--- src/rtl/nx_common_pkg.sv ---
// Shared definitions for the nx_* stream blocks.
// Holds the two-state controller encoding used by the serialiser.
package nx_common;

    // IDLE: no message held; SEND: message held with chunks still pending.
    typedef enum logic {
        IDLE = 1'b0,
        SEND = 1'b1
    } nx_state_e;

endpackage : nx_common

--- src/rtl/nx_stream_serialiser.sv ---
// nx_stream_serialiser: splits one STREAM_WIDTH message into
// STREAM_WIDTH/CHUNK_WIDTH chunks on a valid/ready stream.
// Chunk order is LSB chunk first by default; defining the macro
// NX_STREAM_SERIALISER_MSB_FIRST_EN switches to MSB chunk first.
// All outbound signals are registered; a new message is loaded in the
// same cycle the last chunk leaves, giving a sustained 1 chunk/cycle.
module nx_stream_serialiser
    import nx_common::*;
#(
    parameter int STREAM_WIDTH = 32,
    parameter int CHUNK_WIDTH  = 8
) (
    input  logic                    clk_i,
    input  logic                    rst_i,
    input  logic [STREAM_WIDTH-1:0] inbound_data_i,
    input  logic                    inbound_valid_i,
    output logic                    inbound_ready_o,
    output logic [CHUNK_WIDTH-1:0]  outbound_data_o,
    output logic                    outbound_last_o,
    output logic                    outbound_valid_o,
    input  logic                    outbound_ready_i,
    output logic                    idle_o
);

    localparam int NUM_CHUNKS = STREAM_WIDTH / CHUNK_WIDTH;
    localparam int CNT_W      = (NUM_CHUNKS > 1) ? $clog2(NUM_CHUNKS) : 1;
    localparam logic [CNT_W-1:0] LAST_IDX = CNT_W'(NUM_CHUNKS - 1);

    // Reject widths that do not split into a whole number of chunks.
    generate
        if ((NUM_CHUNKS < 1) || ((STREAM_WIDTH % CHUNK_WIDTH) != 0)) begin : g_bad_width
            $error("nx_stream_serialiser: STREAM_WIDTH must be a non-zero multiple of CHUNK_WIDTH");
        end
    endgenerate

    // Chunk k of a message in the configured emission order.
    function automatic logic [CHUNK_WIDTH-1:0] chunk_sel(
        input logic [STREAM_WIDTH-1:0] msg,
        input int                      k
    );
`ifdef NX_STREAM_SERIALISER_MSB_FIRST_EN
        return CHUNK_WIDTH'(msg >> ((NUM_CHUNKS - 1 - k) * CHUNK_WIDTH));
`else
        return CHUNK_WIDTH'(msg >> (k * CHUNK_WIDTH));
`endif
    endfunction

    nx_state_e                 r_state;
    logic [STREAM_WIDTH-1:0]   r_hold;
    logic [CNT_W-1:0]          r_cnt;
    logic [CHUNK_WIDTH-1:0]    r_data;
    logic                      r_last;
    logic                      r_valid;

    logic                      w_out_hs;
    logic                      w_last_hs;
    logic                      w_in_hs;
    logic [CNT_W-1:0]          w_cnt_nxt;

    // Handshake decode; ready only when nothing will be pending after this cycle.
    assign w_out_hs        = r_valid && outbound_ready_i;
    assign w_last_hs       = w_out_hs && r_last;
    assign inbound_ready_o = !rst_i && ((r_state == IDLE) || w_last_hs);
    assign w_in_hs         = inbound_valid_i && inbound_ready_o;
    assign w_cnt_nxt       = r_cnt + CNT_W'(1);

    // Controller: load on inbound accept, step chunks on outbound accept.
    always_ff @(posedge clk_i) begin
        if (rst_i) begin
            r_state <= IDLE;
            r_hold  <= '0;
            r_cnt   <= '0;
            r_data  <= '0;
            r_last  <= 1'b0;
            r_valid <= 1'b0;
        end else if (w_in_hs) begin
            r_state <= SEND;
            r_hold  <= inbound_data_i;
            r_cnt   <= '0;
            r_data  <= chunk_sel(inbound_data_i, 0);
            r_last  <= (NUM_CHUNKS == 1);
            r_valid <= 1'b1;
        end else if (w_last_hs) begin
            r_state <= IDLE;
            r_cnt   <= '0;
            r_last  <= 1'b0;
            r_valid <= 1'b0;
        end else if (w_out_hs) begin
            r_cnt   <= w_cnt_nxt;
            r_data  <= chunk_sel(r_hold, int'(w_cnt_nxt));
            r_last  <= (w_cnt_nxt == LAST_IDX);
        end
    end

    assign outbound_data_o  = r_data;
    assign outbound_last_o  = r_last;
    assign outbound_valid_o = r_valid;
    assign idle_o           = (r_state == IDLE);

endmodule : nx_stream_serialiser

--- config.mk ---
export PLATFORM = sky130hd
export DESIGN_NAME = nx_stream_serialiser
export DESIGN_NICKNAME = d
export VERILOG_FILES = /design/src/rtl/nx_common_pkg.sv /design/src/rtl/nx_stream_serialiser.sv
export SDC_FILE = /design/constraint.sdc
export NUM_CORES = 1
export LEC_CHECK = 0
export CAP_MARGIN = 20
export CORE_MARGIN = 2
export CORE_UTILIZATION = 40
export CTS_BUF_LIST = sky130_fd_sc_hd__clkbuf_4
export DETAILED_ROUTE_END_ITERATION = 10
export GPL_ROUTABILITY_DRIVEN = 0
export PLACE_DENSITY = 0.67
export SETUP_SLACK_MARGIN = 0.3
export SLEW_MARGIN = 20
export SYNTH_ARGS = -nofsm -noshare
export SYNTH_HDL_FRONTEND = slang
export SYNTH_SLANG_ARGS = --single-unit
export TNS_END_PERCENT = 1
--- constraint.sdc ---
create_clock -name clk_i -period 2.9 [get_ports clk_i]
set_input_delay 0.58 -clock clk_i [delete_from_list [all_inputs] [get_ports clk_i]]
set_output_delay 0.58 -clock clk_i [all_outputs]
set_load 0.01 [all_outputs]
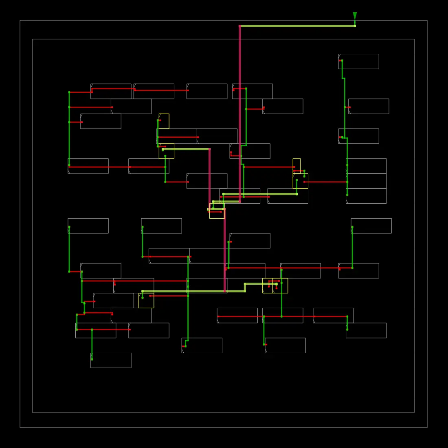
Figure 1: clock wiring as the flow saved it.
clk pwr: 284 uW
Fin Clk Skew: 0.009284 ns
clk ins delay skew pair: 0.36 ns
Num CTS Buffers: 5

==> qor.txt <==
Root buf cell: clkbuf_4
CP Data Required Time: 2.32 ns
RSZ-0062 raised after global routing: false
Yosys warnings: 0
Max Cap Violations: 0
Post-Route WL: 4865 um
CTS max path bufs: 2
Pre-Place Util: 41.64%
Hold_buf cts: 0
Htree depth: 2
GR Util met3: 4.607%
Final hold viol count: 0
Drt via density: 5.367
Synth Cell Area: 1967 um^2
# rows: 25
Port bufs: 47
GRT Residual Overflow: 0
Met1 Use GR: 26.84%
Final worst setup slack: 0.3786 ns
Critical Path AT: 1.94 ns
Clock transition at path regs: 0.13 ns
Core Util, Final: 53.51%
Worst Setup Start Kind: input pin
Post-route minimum period: 2.521 ns
First-pass GRT wire length: 7734 um
Synthesized registers: 44
Gr busiest metal: met2
Layout Area Growth over Synthesis: 28.50%
Synthesis area per yosys: 1967 um^2
Slew margin rel.: 63.44%
DRT iter0 DRCs: 172
Unique cell types: 27
Vias: 1,739
Synth Seq Share: 44.78%
Post-Layout Inst Area: 2527 um^2
CTS tree: yes
Drt pass-1 iters: 4
Power Density: 464.7 nW/um^2
Placement Setup Slack: 0.4035 ns
Status: finished, final reports clean
Post-CTS setup buffers: 0
Hold Path Class: flip-flop to flip-flop
Largest net degree at the start of global routing: 45
Drt wl/cell: 15.02 um
Top cells by area: dfxtp_1, mux4_2, a21oi_1
DIE AREA: 5494 um^2
CP Max Fanout: 2
Syn_nets: 253
Initial antenna violation count: 0
Max frequency: 396.6 MHz
DP Cell Count: 316
Setup violators final: 0
Routed Antenna Nets: 0
M2 GR Usage: 27.48%
Post-Syn Instances: 216
DRC: 0
Vias in the first global route: 1,562
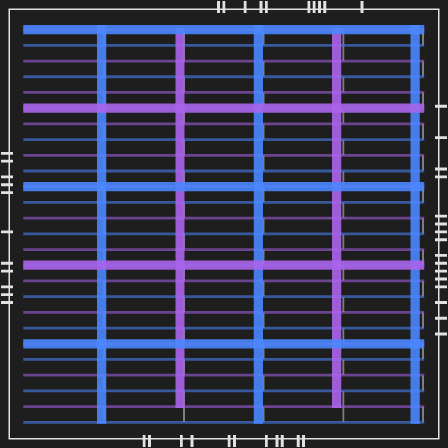
Figure 2: supply network.
Pins as bars on the die edge. Tap cells in grey.
Purple marks VDD. Blue marks VSS.
48 signal pins sit on the boundary. 67 tap cells.
Die Y: 74.12 um
Core ar.: 4723 um^2
peak supply drop: 0.0002378 V
Die X-Extent: 74.12 um

## cells in the mapped netlist
cell type / instances
inv_1: 11
clkbuf_2: 1
ha_1: 1
a21boi_2: 1
nand3_1: 32
nand2_1: 3
o21ai_1: 2
buf_2: 5
dfxtp_1: 44
nand2b_1: 2
buf_6: 2
nor3_1: 1
clkbuf_1: 11
nand4b_1: 1
a21oi_1: 33
nor2_1: 3
a2bb2oi_2: 1
mux4_2: 8
buf_1: 3
o21ai_0: 30
a211oi_1: 2
a21bo_2: 1
nand3b_2: 1
o221a_2: 7
a31oi_1: 8
o221a_1: 1
mux2i_1: 1
## area by class of cell
class	count	area, um^2
clock buffer	5	37.54
clock inverter	3	13.76
fill	434	2196
inverter	11	41.29
multi-input combinational	139	939.7
sequential	44	880.8
tap	67	83.83
timing repair buffer	55	530.5
## critical path, cell delays in order
cell	delay (ns)
clkdlybuf4s50_1	0.50
a21boi_2	0.08
nor2_1	0.21
clkdlybuf4s50_1	0.58
## stage by stage
step           hold WS (ns)  total power [uW]
2_1_floorplan        0.4505             795.4
3_3_place_gp         0.4576             900.0
3_5_place_dp         0.4666             903.3
4_1_cts              0.4838              1182
5_1_grt              0.5007              1217
6_report             0.4834              1175
## kinds of logic (layout without fill, tap and decap cells)
logic type      after synthesis  in the layout  share of synthesized area (%)
buf+inv                      33             74                          7.442
simple gates                 43             43                          11.20
mux                           9              9                          9.669
fa+ha+maj                     1              1                         0.6360
compound gates               86             86                          26.27
flops                        44             44                          44.78
## placed cells by master, fill, tap and decap left out, types with 3 or more instances in the layout
cell type	instances
clkbuf_4	5
clkdlybuf4s50_1	47
buf_4	8
a21oi_1	33
inv_1	11
o21ai_0	30
nor2_1	3
o221a_2	7
mux4_2	8
nand2_1	3
a31oi_1	8
nand3_1	32
dfxtp_1	44
## where the power goes
group	internal, uW	switching [uW]	total (uW)
combinational	122	108	230
clock	89.2	195	284
sequential	642	18.5	660
## layer usage
metal  share of wire, %  wire, um
met3                5.7       275
met1                 48      2313
met5                  0         0
met4                1.2        57
met2                 46      2218
## path summary, 6_finish.rpt
path,depth (start not counted),endpoint,slack [ns],startpoint
min reg2reg,2,r_hold[23],0.48,r_hold[23]
max,4,inbound_ready_o,0.38,outbound_ready_i
min,2,r_hold[23],0.48,r_hold[23]
max reg2reg,5,outbound_data_o[7],0.96,r_cnt[0]
## flip-flops by register name, indices dropped and copies added (netlist names)
signal and flops:
outbound_last_o 1, r_cnt 2, outbound_valid_o 1, r_hold 32, outbound_data_o 8
Power and IR drop assume default switching activity.
